**Run 1: wire density map**

(3 px per um) The die is cut into 27 by 27 equal tiles; black is low, pale yellow is high, scaled to the fullest tile. Values are wire area over tile area, all layers added.
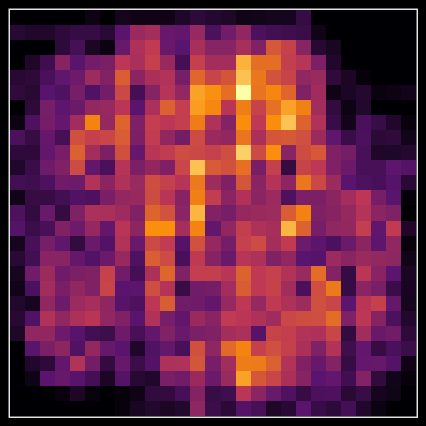
**Run 1: sequential cells colored by netlist name**

(3 px per um)
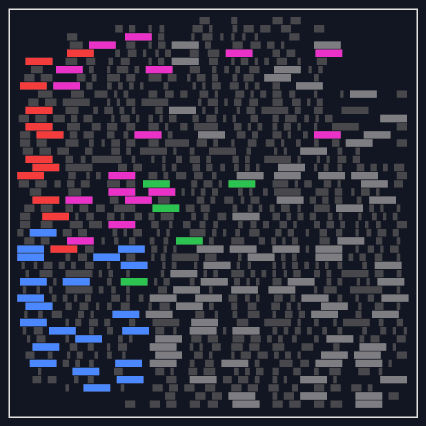
**Run 1: drive-strength map**

(3 px per um)
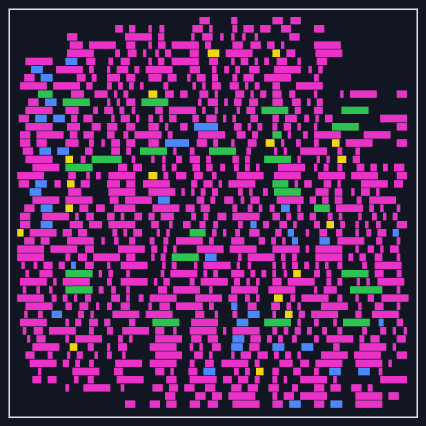
File: src/rtl/xadc_sched_pkg.sv
// Shared types and constants for the XADC scan scheduler.
package xadc_sched_pkg;

    typedef enum logic [2:0] {
        IDLE,
        START,
        WAIT_DONE,
        ACCUM,
        GAP,
        EMIT,
        RECOVER
    } state_t;

    localparam logic SRC_HOST     = 1'b0;
    localparam logic SRC_MON      = 1'b1;
    localparam int   CH_W         = 5;
    localparam int   XADC_RES_W   = 12;
    localparam int   XADC_RST_CYC = 4;

endpackage

File: src/rtl/xadc_mon_timer.sv
// Periodic monitor-scan request: counts while enabled, latches a pending flag
// at each period boundary until the scheduler accepts the scan.
module xadc_mon_timer #(
    parameter int MON_PERIOD = 2000000
) (
    input  logic clk200,
    input  logic rst,
    input  logic mon_en,
    input  logic clear,
    output logic mon_pending
);

    localparam int CNT_W = (MON_PERIOD > 2) ? $clog2(MON_PERIOD) : 1;

    logic [CNT_W-1:0] count;
    logic             expire;

    assign expire = mon_en && (count == CNT_W'(MON_PERIOD - 1));

    always_ff @(posedge clk200 or posedge rst) begin
        if (rst) begin
            count       <= '0;
            mon_pending <= 1'b0;
        end else begin
            if (!mon_en || expire) begin
                count <= '0;
            end else begin
                count <= count + 1'b1;
            end
            // A period ending in the same cycle as an accept re-arms the request.
            if (expire) begin
                mon_pending <= 1'b1;
            end else if (clear) begin
                mon_pending <= 1'b0;
            end
        end
    end

endmodule

File: src/rtl/xadc_scan_sched.sv
// Scans channel ranges through the XADC read engine for host and monitor
// requesters, averaging 2^avg samples per channel and recovering hung reads.
module xadc_scan_sched
    import xadc_sched_pkg::*;
#(
    parameter int         MAX_AVG_LOG2 = 4,
    parameter int         TIMEOUT_CYC  = 65535,
    parameter int         GAP_CYC      = 16,
    parameter int         MON_PERIOD   = 2000000,
    parameter logic [4:0] MON_FIRST    = 5'h10,
    parameter logic [4:0] MON_LAST     = 5'h17,
    parameter int         MON_AVG_LOG2 = 2
) (
    input  logic                  clk200,
    input  logic                  rst,
    // host_req is a level held until the one-cycle host_ack; fields are
    // sampled in the cycle the request is accepted.
    input  logic                  host_req,
    input  logic [CH_W-1:0]       host_ch_first,
    input  logic [CH_W-1:0]       host_ch_last,
    input  logic [2:0]            host_avg_log2,
    output logic                  host_ack,
    input  logic                  mon_en,
    output logic                  xadc_start,
    output logic [CH_W-1:0]       xadc_ch_sel,
    input  logic                  xadc_done,
    input  logic [XADC_RES_W-1:0] xadc_result,
    output logic                  xadc_rst,
    output logic                  res_valid,
    output logic [CH_W-1:0]       res_ch,
    output logic [XADC_RES_W-1:0] res_data,
    output logic                  res_src,
    output logic                  res_last,
    output logic                  res_err,
    output logic                  busy
);

    localparam int ACC_W = XADC_RES_W + MAX_AVG_LOG2;
    localparam int CNT_W = MAX_AVG_LOG2 + 1;
    localparam int TMO_W = $clog2(TIMEOUT_CYC + 1);
    localparam int GAP_W = $clog2(GAP_CYC + 1);
    localparam int RST_W = $clog2(XADC_RST_CYC);

    state_t                state;
    logic [CH_W-1:0]       ch;
    logic [CH_W-1:0]       last;
    logic [2:0]            avg;
    logic                  src;
    logic [ACC_W-1:0]      acc;
    logic [CNT_W-1:0]      cnt;
    logic [XADC_RES_W-1:0] sample;
    logic [TMO_W-1:0]      tmo;
    logic [GAP_W-1:0]      gcnt;
    logic [RST_W-1:0]      rcnt;
    logic                  mon_pending;
    logic                  mon_clr;
    logic [2:0]            host_avg_clamped;
    logic [ACC_W-1:0]      acc_sum;
    logic [CNT_W-1:0]      cnt_inc;
    logic [CNT_W-1:0]      sample_goal;

    assign busy        = (state != IDLE);
    assign mon_clr     = (state == IDLE) && !host_req && mon_pending;
    assign acc_sum     = acc + ACC_W'(sample);
    assign cnt_inc     = cnt + 1'b1;
    assign sample_goal = CNT_W'(1) << avg;

    always_comb begin
        host_avg_clamped = host_avg_log2;
        if (host_avg_log2 > 3'(MAX_AVG_LOG2)) begin
            host_avg_clamped = 3'(MAX_AVG_LOG2);
        end
    end

    xadc_mon_timer #(
        .MON_PERIOD (MON_PERIOD)
    ) u_mon_timer (
        .clk200      (clk200),
        .rst         (rst),
        .mon_en      (mon_en),
        .clear       (mon_clr),
        .mon_pending (mon_pending)
    );

    always_ff @(posedge clk200 or posedge rst) begin
        if (rst) begin
            state       <= IDLE;
            ch          <= '0;
            last        <= '0;
            avg         <= '0;
            src         <= SRC_HOST;
            acc         <= '0;
            cnt         <= '0;
            sample      <= '0;
            tmo         <= '0;
            gcnt        <= '0;
            rcnt        <= '0;
            host_ack    <= 1'b0;
            xadc_start  <= 1'b0;
            xadc_ch_sel <= '0;
            xadc_rst    <= 1'b0;
            res_valid   <= 1'b0;
            res_ch      <= '0;
            res_data    <= '0;
            res_src     <= 1'b0;
            res_last    <= 1'b0;
            res_err     <= 1'b0;
        end else begin
            host_ack   <= 1'b0;
            xadc_start <= 1'b0;
            res_valid  <= 1'b0;
            case (state)
                IDLE: begin
                    if (host_req) begin
                        host_ack <= 1'b1;
                        ch       <= host_ch_first;
                        last     <= host_ch_last;
                        avg      <= host_avg_clamped;
                        src      <= SRC_HOST;
                        state    <= START;
                    end else if (mon_pending) begin
                        ch    <= MON_FIRST;
                        last  <= MON_LAST;
                        avg   <= 3'(MON_AVG_LOG2);
                        src   <= SRC_MON;
                        state <= START;
                    end
                end
                START: begin
                    xadc_start  <= 1'b1;
                    xadc_ch_sel <= ch;
                    tmo         <= '0;
                    state       <= WAIT_DONE;
                end
                WAIT_DONE: begin
                    if (xadc_done) begin
                        sample <= xadc_result;
                        state  <= ACCUM;
                    end else if (tmo == TMO_W'(TIMEOUT_CYC)) begin
                        xadc_rst <= 1'b1;
                        rcnt     <= '0;
                        state    <= RECOVER;
                    end else begin
                        tmo <= tmo + 1'b1;
                    end
                end
                ACCUM: begin
                    acc <= acc_sum;
                    cnt <= cnt_inc;
                    // The result is registered here so the strobe lands in EMIT.
                    if (cnt_inc == sample_goal) begin
                        res_valid <= 1'b1;
                        res_data  <= XADC_RES_W'(acc_sum >> avg);
                        res_ch    <= ch;
                        res_src   <= src;
                        res_last  <= (ch == last);
                        res_err   <= 1'b0;
                        state     <= EMIT;
                    end else begin
                        gcnt  <= '0;
                        state <= GAP;
                    end
                end
                GAP: begin
                    if (gcnt == GAP_W'(GAP_CYC - 1)) begin
                        state <= START;
                    end else begin
                        gcnt <= gcnt + 1'b1;
                    end
                end
                EMIT: begin
                    acc <= '0;
                    cnt <= '0;
                    if (ch == last) begin
                        state <= IDLE;
                    end else begin
                        ch    <= ch + 1'b1;
                        gcnt  <= '0;
                        state <= GAP;
                    end
                end
                RECOVER: begin
                    if (rcnt == RST_W'(XADC_RST_CYC - 1)) begin
                        xadc_rst  <= 1'b0;
                        res_valid <= 1'b1;
                        res_data  <= '0;
                        res_ch    <= ch;
                        res_src   <= src;
                        res_last  <= (ch == last);
                        res_err   <= 1'b1;
                        acc       <= '0;
                        cnt       <= '0;
                        if (ch == last) begin
                            state <= IDLE;
                        end else begin
                            ch    <= ch + 1'b1;
                            gcnt  <= '0;
                            state <= GAP;
                        end
                    end else begin
                        rcnt <= rcnt + 1'b1;
                    end
                end
                default: state <= IDLE;
            endcase
        end
    end

endmodule

File: config.mk
export PLATFORM = sky130hd
export DESIGN_NAME = xadc_scan_sched
export DESIGN_NICKNAME = d
export VERILOG_FILES = /design/src/rtl/xadc_sched_pkg.sv /design/src/rtl/xadc_mon_timer.sv /design/src/rtl/xadc_scan_sched.sv
export SDC_FILE = /design/constraint.sdc
export NUM_CORES = 1
export LEC_CHECK = 0
export ABC_AREA = 0
export CAP_MARGIN = 40
export CELL_PAD_IN_SITES_DETAIL_PLACEMENT = 2
export CELL_PAD_IN_SITES_GLOBAL_PLACEMENT = 2
export CORE_MARGIN = 2
export CORE_UTILIZATION = 40
export DETAILED_ROUTE_END_ITERATION = 12
export PLACE_DENSITY = 0.88
export SYNTH_ARGS = -nofsm -noshare
export SYNTH_HDL_FRONTEND = slang
export SYNTH_SLANG_ARGS = --single-unit
File: constraint.sdc
create_clock -name clk200 -period 11.3 [get_ports clk200]
set_clock_uncertainty 0.15 [all_clocks]
set_input_delay 1.695 -clock clk200 [delete_from_list [all_inputs] [get_ports clk200]]
set_output_delay 1.695 -clock clk200 [all_outputs]
set_load 0.02 [all_outputs]
==> summary.txt, run 1 <==
fresh numbers from the pnr run: CTS max path bufs=2, Commonest flop=dfrtp_1, I/O Buffers=59, OpenROAD warnings=26, max_cap viols=0, slowest library cell on the worst path=nor3_1, Core Util, Final=0.487, Cell Type Count=around 65, area of the mapped netlist=6910 um2, Crit. End Element=primary output, final setup TNS=0 ns, crit path time final=4.47 ns, Clock Sinks=124, total clock buffers created by CTS=17, Top Ports=60, Synth area leader=dfrtp_1, post-cts sizing count=0, fin crit share=0.395, RSZ-0062 raised after global routing=no, placed cells=1000, CTS tree=built, Commonest Layout Cell=dfrtp_1, DP Worst Slack=7.34 ns, pin count of the biggest net entering global routing=66, result of the run=finished, final reports clean, Area leader share=0.449, P_leak=~3.6 nW, CP peak stage delay=0.81 ns, Post-Synthesis Net Count=791, HP Class=register to register
-- 'wire density map' (at the start) --
The mean over all tiles is 0.21. The emptiest ninth of the die: top right. The densest ninth of the die: middle.
total track usage: 0.280
Via Count: 6225

-- 'sequential cells colored by netlist name' (at the start) --
acc: marked magenta, sequential cells 16. cnt: marked green, sequential cells 5, where middle. u_mon_timer.count: marked blue, sequential cells 21, where bottom left. sample: marked red, sequential cells 12.
Another 70 sequential cells are not colored.
flop share of the area: 0.372
Sequential Area: 3100 um2
power in sequential cells: 0.000713 W

-- 'drive-strength map' (at the start) --
x3 and x4: marked yellow, cells 17, most used buf_4. x2: marked blue, cells 37, most used mux2_2. x1 and smaller: marked magenta, cells 729, most used dfrtp_1. x6 and larger: marked green, cells 24, most used clkbuf_16.
fin area: 8340 um2
final worst slack: 6.83 ns
non-clock buffer count: 70

run 1: cells in the mapped netlist (11+ instances only):
cell	number
and3_1	15
inv_1	19
nor2_1	71
ha_1	19
nand2_1	86
dfrtp_1	124
mux2_2	25
a22o_1	13
xor2_1	28
nor3_1	15
clkbuf_1	32
xnor2_1	18
nand3_1	27
o21ai_0	64
a21oi_1	34
nand2b_1	11
run 1: critical path: cells and delay by family, from the launching register on:
family	cells	cell delay, ns
buffers and inverters	2	0.79
and+or+nand+nor	1	0.81
DFF	1	0.60
run 1: power by group:
| part | internal (W) | switching (W) | total, W |
|---|---|---|---|
| clock | 0.000308 | 0.000216 | 0.000525 |
| combinational | 0.000451 | 0.000725 | 0.00118 |
| sequential | 0.000564 | 0.000149 | 0.000713 |
run 1: kinds of logic (layout without fill, tap and decap cells):
family / after synthesis / in the layout / share of synthesized area
DFF: 124 / 124 / 0.449
adders and majority gates: 20 / 20 / 0.0373
muxes: 35 / 35 / 0.0588
AOI/OAI and AO/OA: 188 / 188 / 0.179
and+or+nand+nor: 274 / 274 / 0.188
buffers and inverters: 54 / 120 / 0.0297
xor gates and xnor gates: 46 / 46 / 0.0583
run 1: metal layers:
layer / global-route usage / share of wire / vias up
met5: 0 / 0 / -
met4: 0.0920 / 0.024 / 0
met1: 0.347 / 0.43 / 3261
met3: 0.0501 / 0.027 / 47
met2: 0.493 / 0.52 / 137
li1: - / - / 2780
run 1: through the flow:
stage	power (W)	hold slack, ns
after floorplan	0.00141	0.300
after global placement	0.00171	0.315
after detailed placement	0.00183	0.326
after CTS	0.00241	0.339
after global routing	0.00255	0.355
final	0.00241	0.331
run 1: layout make-up:
class,count,area (um2)
Fill cell,1790,8770
Multi-Input combinational cell,563,3610
Sequential cell,124,3100
Timing Repair Buffer,70,713
Clock buffer,19,443
Tap cell,225,282
Clock inverter,12,118
Inverter,19,73.8
run 1: path summary, 6_finish.rpt:
path / startpoint / slack, ns / to / cells past startpoint
setup / recovery: state[2] / 6.83 / busy / 3
min in group asynchronous: rst / 1.52 / sample[2] / 2
max in group asynchronous: rst / 8.37 / tmo[13] / 4
hold / removal: xadc_rst / 0.33 / xadc_rst / 1
hold reg to reg: xadc_rst / 0.33 / xadc_rst / 1
setup reg to reg: cnt[0] / 7.79 / res_ch[4] / 7
run 1: flip-flops by register name (all words and copies together), names as in the netlist, 12 cells and up:
name,flops
u_mon_timer.count,21
tmo,16
res_data,12
sample,12
acc,16
**Run 1: the clock network**

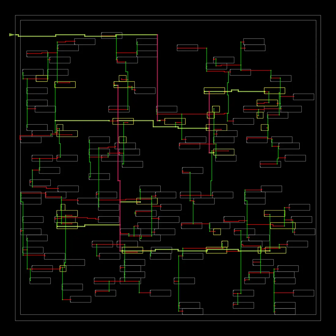

--- run 2 (diff from run 1) ---
--- a/config.mk
+++ b/config.mk
@@ -10,9 +10,9 @@
 export CELL_PAD_IN_SITES_DETAIL_PLACEMENT = 2
 export CELL_PAD_IN_SITES_GLOBAL_PLACEMENT = 2
 export CORE_MARGIN = 2
-export CORE_UTILIZATION = 40
+export CORE_UTILIZATION = 37
 export DETAILED_ROUTE_END_ITERATION = 12
-export PLACE_DENSITY = 0.88
+export PLACE_DENSITY = 0.83
 export SYNTH_ARGS = -nofsm -noshare
 export SYNTH_HDL_FRONTEND = slang
 export SYNTH_SLANG_ARGS = --single-unit
==> constraint.sdc (replaced) <==
create_clock -name clk200 -period 4.5 [get_ports clk200]
set_clock_uncertainty 0.15 [all_clocks]
set_input_delay 0.675 -clock clk200 [delete_from_list [all_inputs] [get_ports clk200]]
set_output_delay 0.675 -clock clk200 [all_outputs]
set_load 0.02 [all_outputs]
**Run 2: the clock network**

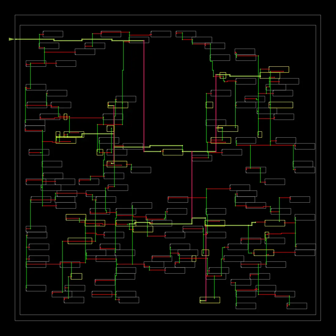
clkbuf count: 19
Clk. pwr: 0.00136 W
total clock buffers created by CTS: 17
Insertion Delay late pin: 0.43 ns
Clock Sinks: 124

**Run 2: wire density map**

(3 px per um) The die is cut into 28 by 28 equal tiles; black is low, pale yellow is high, scaled to the fullest tile. Values are wire area over tile area, all layers added.
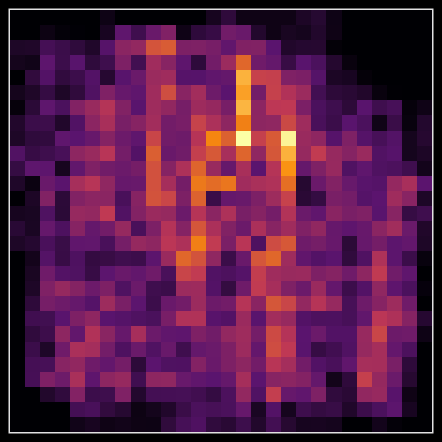
The mean over all tiles is 0.18. The emptiest ninth of the die: top right. 8.0% of the tiles are over half the peak. The fullest tile reaches 0.68. 11% of the tiles are nearly empty. The densest ninth of the die: middle.
total routed wirelength: 23000 um
Via Count: 6038
total track usage: 0.244

==> run 2 against run 1 <==
Flip-flop count unchanged. Critical endpoint is now res_ch[3]. Total power rose by 150%. Final area about the same.
==> summary.txt, run 2 <==
fresh numbers from the pnr run: result of the run=finished, final reports clean, fin crit share=0.802, Power Total=0.00601 W, sw frac=0.438, FF-to-FF setup slack=a little under 0.9 ns, top cells by count=dfrtp_1, nand2_1, nor2_1, Synth area leader=dfrtp_1, Largest Register=u_mon_timer.count, met1 usage=0.310, Net Sw Power=around 0.0026 W, Logic pwr share=0.483, CTS tree=built, final setup TNS=0 ns, area of the mapped netlist=between 6000 and 7000 um2, pin count of the biggest net entering global routing=78, Worst Hold Depth=1, R2R cell count=7, Regs by FF count=u_mon_timer.count (21), acc (16), tmo (16), logic area=3610 um2, Commonest flop=dfrtp_1, met3 global-route usage=0.0431, CP peak stage delay=0.72 ns, Cell Type Count=65, P_int=0.00338 W, clock power share=0.227, CTS max path bufs=2, Crit. End Element=register, Synth top cell by count=dfrtp_1, CP Launch Point=cnt[0]
**Run 2: sequential cells colored by netlist name**

(3 px per um)
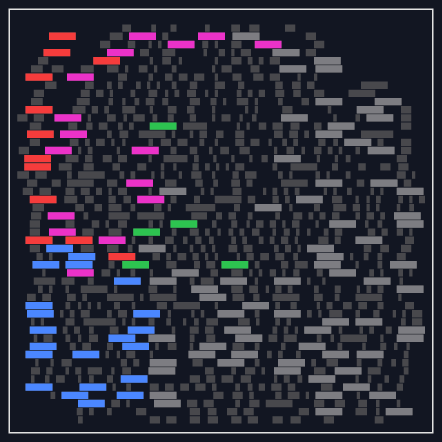
cnt: marked green, sequential cells 5. u_mon_timer.count: marked blue, sequential cells 21, where bottom left. acc: marked magenta, sequential cells 16. sample: marked red, sequential cells 12.
Another 70 sequential cells are not colored.
power in sequential cells: 0.00174 W
flop share of the area: 0.372
Core Util, Final: 0.460

run 2: cell counts after synthesis:
No cell type changed its count.
run 2: how the worst min path moves through the flow:
stage | from | end
after CTS | u_mon_timer.count[0] | u_mon_timer.count[0]
after global placement | gcnt[4] | gcnt[4]
final | acc[8] | acc[8]
after global routing | u_mon_timer.count[0] | u_mon_timer.count[0]
after detailed placement | acc[0] | acc[0]
after floorplan | gcnt[4] | gcnt[4]
run 2: metrics by stage:
stage	utilization	hold slack, ns	setup slack, ns	instance area [um2]	cells
after floorplan	-	0.300	0.376	6910	741
after global placement	0.426	0.315	1.06	7730	1001
after detailed placement	0.427	0.343	0.885	7750	1003
after CTS	0.458	0.361	0.850	8310	1033
after global routing	0.460	0.381	0.746	8340	1034
final	0.460	0.361	0.893	8340	1034
run 2: final cells by class:
| class | instances | share of cell area |
|---|---|---|
| clock inverter | 11 | 0.0145 |
| multi-input combinational | 563 | 0.433 |
| tap | 229 | 0.0343 |
| clock buffer | 19 | 0.0531 |
| timing repair buffer | 69 | 0.0846 |
| sequential | 124 | 0.372 |
| inverter | 19 | 0.00885 |
run 2: cell families (layout without fill, tap and decap cells):
| kind of cell | after synthesis | after routing | share of synthesized area |
|---|---|---|---|
| multiplexers | 35 | 35 | 0.0588 |
| XOR/XNOR | 46 | 46 | 0.0583 |
| AND-OR/OR-AND | 188 | 188 | 0.179 |
| flip-flops | 124 | 124 | 0.449 |
| buffers and inverters | 54 | 118 | 0.0297 |
| AND/OR/NAND/NOR | 274 | 274 | 0.188 |
| adder cells (fa/ha/maj) | 20 | 20 | 0.0373 |
run 2: power by group through the flow:
stage               registers, W  clock network (W)  logic [W]
floorplan                0.00172                  0    0.00182
CTS                      0.00177            0.00139    0.00284
global placement         0.00175                  0    0.00261
finish                   0.00174            0.00136    0.00290
detailed placement       0.00178                  0    0.00277
global route             0.00178            0.00144    0.00320
run 2: worst register-to-register path: stages, from the launching register on:
cell and delay [ns]:
dfrtp_1 0.45, ha_1 0.37, and3_1 0.19, o311ai_0 0.57
nand3_1 0.40, a21oi_1 0.72, buf_4 0.30, mux2_2 0.35
run 2: per-layer routing:
layer	share of wire	up-vias
li1	-	2783
met1	0.44	3125
met2	0.52	103
met3	0.024	27
met4	0.016	0
met5	0	-
**Run 2: drive-strength map**

(3 px per um)
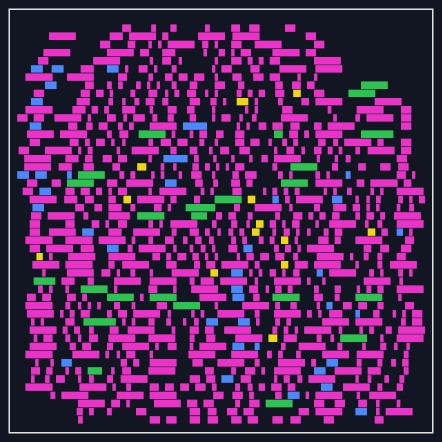

--- run 3 (diff from run 2) ---
--- a/config.mk
+++ b/config.mk
@@ -10,9 +10,9 @@
 export CELL_PAD_IN_SITES_DETAIL_PLACEMENT = 2
 export CELL_PAD_IN_SITES_GLOBAL_PLACEMENT = 2
 export CORE_MARGIN = 2
-export CORE_UTILIZATION = 37
+export CORE_UTILIZATION = 33
 export DETAILED_ROUTE_END_ITERATION = 12
-export PLACE_DENSITY = 0.83
+export PLACE_DENSITY = 0.78
 export SYNTH_ARGS = -nofsm -noshare
 export SYNTH_HDL_FRONTEND = slang
 export SYNTH_SLANG_ARGS = --single-unit
==> constraint.sdc (replaced) <==
create_clock -name clk200 -period 3.3 [get_ports clk200]
set_clock_uncertainty 0.15 [all_clocks]
set_input_delay 0.495 -clock clk200 [delete_from_list [all_inputs] [get_ports clk200]]
set_output_delay 0.495 -clock clk200 [all_outputs]
set_load 0.02 [all_outputs]
**Run 3: drive-strength map**

(3 px per um)
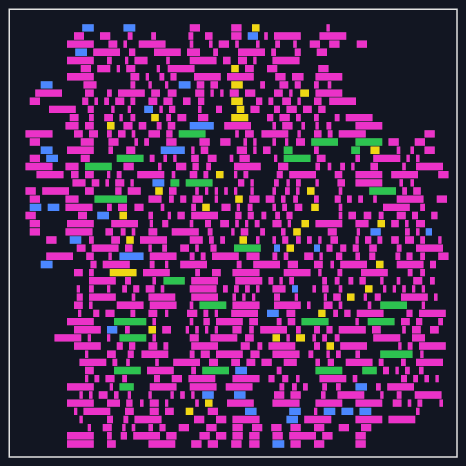
x2: marked blue, cells 36, most used mux2_2. x1 and smaller: marked magenta, cells 726, most used dfrtp_1. x6 and larger: marked green, cells 26, most used clkbuf_16. x3 and x4: marked yellow, cells 34, most used buf_4.
final worst slack: 0.0393 ns
P&R area growth vs syn: 24.0%
fin area: 8570 um2
non-clock buffer count: 84

**Run 3: wire density map**

(2 px per um) The die is cut into 30 by 30 equal tiles; black is low, pale yellow is high, scaled to the fullest tile. Values are wire area over tile area, all layers added.
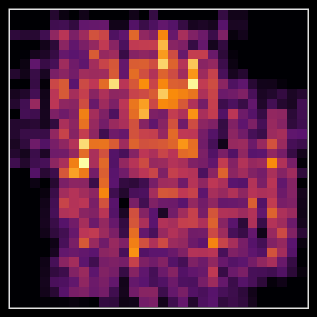
The emptiest ninth of the die: top right. The mean over all tiles is 0.16. 16% of the tiles are over half the peak. 16% of the tiles are nearly empty. The fullest tile reaches 0.56.
Wirelength per Cell: 21.1 um
Via Count: 6119

==> run 3 against run 2 <==
Via count increased by 1.3%. Synthesized cell count unchanged. Flip-flop count stayed put. Utilization down 3.9 points. Fmax rose by 11%. Routed wire length grew 0.36%. Largest cell class unchanged. Highest routed layer unchanged.
==> summary.txt, run 3 <==
fresh numbers from the pnr run: Insertion Delay late pin=about 0.43 ns, yosys xor share=0.0583, pin count of the biggest net entering global routing=49, Crit. End Element=register, Synth area leader=dfrtp_1, total routed wirelength=23100 um, Commonest flop=dfrtp_1, CTS max path bufs=2, Top Ports=60, DP Worst Slack=-0.0328 ns, highest metal used=met4, Sequential Area=3100 um2, total track usage=0.219, Post-DP Area=7870 um2, area of the mapped netlist=6910 um2, OpenROAD warnings=27, Largest Register=u_mon_timer.count, Basic Gates by Area=0.188, Regs by FF count=u_mon_timer.count (21), acc (16), tmo (16), number of flip-flops in the largest register=21, top cells by count=dfrtp_1, nand2_1, nor2_1, Synth top cell by count=dfrtp_1, Largest logic family=simple AND/OR/NAND/NOR gates, fin crit share=0.988, max_cap viols=0, crit path time final=3.26 ns, CP peak stage delay=0.52 ns, result of the run=finished, final reports clean, HP Class=input pin to async pin, I/O Buffers=59, logic area=3640 um2, routed wl met2=12200 um, P_leak=3.69 nW, worst hold margin=0.334 ns, RSZ-0062 raised after global routing=yes, WL met1=just under 10000 um, delay-heaviest family, CP=AND-OR/OR-AND gates, metal3 WL=489 um
**Run 3: the clock network**

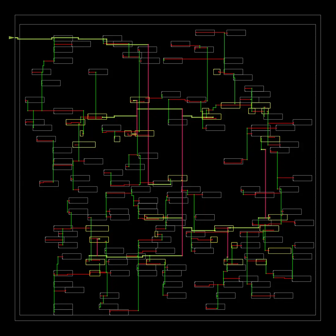
clkbuf count: 21
Flops: 124
Clk. pwr: 0.00200 W

## run 3: final cells by class
type | instances | area share
well taps | 270 | 0.0394
flip-flops and latches | 124 | 0.362
multi-input cells | 563 | 0.425
clock buffers | 21 | 0.0537
clock inverters | 11 | 0.0184
inverters | 19 | 0.00876
repair buffers | 84 | 0.0923
## run 3: worst paths after layout
| kind | to | from | cells after the start | slack (ns) |
|---|---|---|---|---|
| max in group asynchronous | sample[3] | rst | 3 | 1.89 |
| min in group clk200 | u_mon_timer.count[0] | u_mon_timer.count[0] | 1 | 0.35 |
| min reg2reg | u_mon_timer.count[0] | u_mon_timer.count[0] | 1 | 0.35 |
| min | u_mon_timer.count[6] | rst | 2 | 0.33 |
| max | res_data[5] | sample[0] | 9 | 0.04 |
| max reg2reg | res_data[5] | sample[0] | 9 | 0.04 |
## run 3: timing repair
action / 4_1_cts / 5_1_grt
buffers inserted: 3 / 3
endpoints found under the setup margin: 1 / 6
resized: 4 / 6
pin swaps: 3 / 9
## run 3: cell families (layout without fill, tap and decap cells)
logic type,after synthesis,in the layout
simple gates,274,274
fa+ha+maj,20,20
compound gates,188,188
xor+xnor,46,46
flops,124,124
buf+inv,54,135
mux,35,35
## run 3: routing by layer
layer / vias up / track usage
met2: 73 / 0.406
met4: 0 / 0.0705
li1: 2811 / -
met1: 3195 / 0.257
met5: - / 0
met3: 40 / 0.0379
## run 3: worst reg2reg max path, delay by kind of cell (launching register included)
family | cells | cell delay (ns)
DFF | 1 | 0.42
and+or+nand+nor | 2 | 0.47
AOI/OAI and AO/OA | 5 | 1.64
adders and majority gates | 2 | 0.54
## run 3: power breakdown
part	switching, W	internal [W]	total [W]
registers	0.000418	0.00193	0.00235
clock network	0.000761	0.00124	0.00200
logic	0.00242	0.00164	0.00406
total	0.00360	0.00481	0.00841
## run 3: metrics by stage
| step | utilization | total power (W) | instances | setup TNS, ns |
|---|---|---|---|---|
| floorplan | - | 0.00483 | 741 | 0 |
| finish | 0.421 | 0.00841 | 1092 | 0 |
| CTS | 0.418 | 0.00838 | 1089 | 0 |
| global route | 0.421 | 0.00896 | 1092 | -0.120 |
| detailed placement | 0.386 | 0.00627 | 1054 | -0.0328 |
| global placement | 0.386 | 0.00602 | 1054 | 0 |

==> gallery <==
Signal wires on met3.
(3 px per um)
panel A
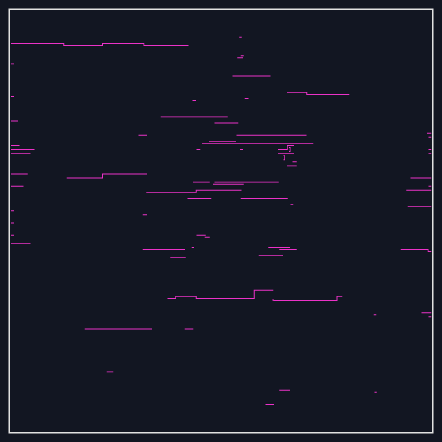
panel B
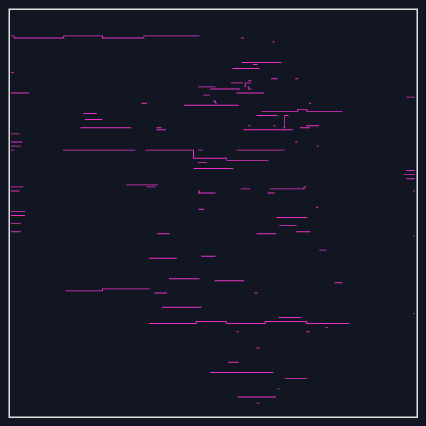
panel C
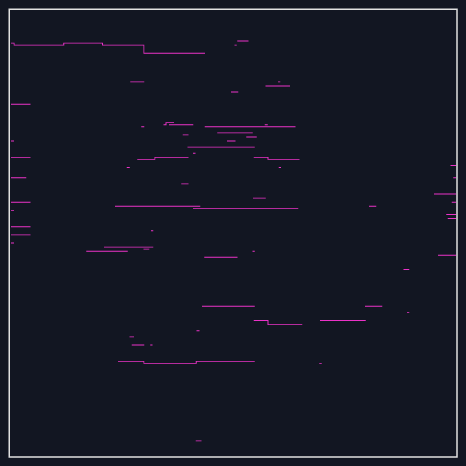
run 3: panel C
run 1: panel B
run 2: panel A

Key to panel B:
The wires run mostly horizontal. The layer holds 2.7% of the routed length. The longest straight run is 23.9 um.

Power figures rest on the tool's default switching activity, not on a simulated workload.
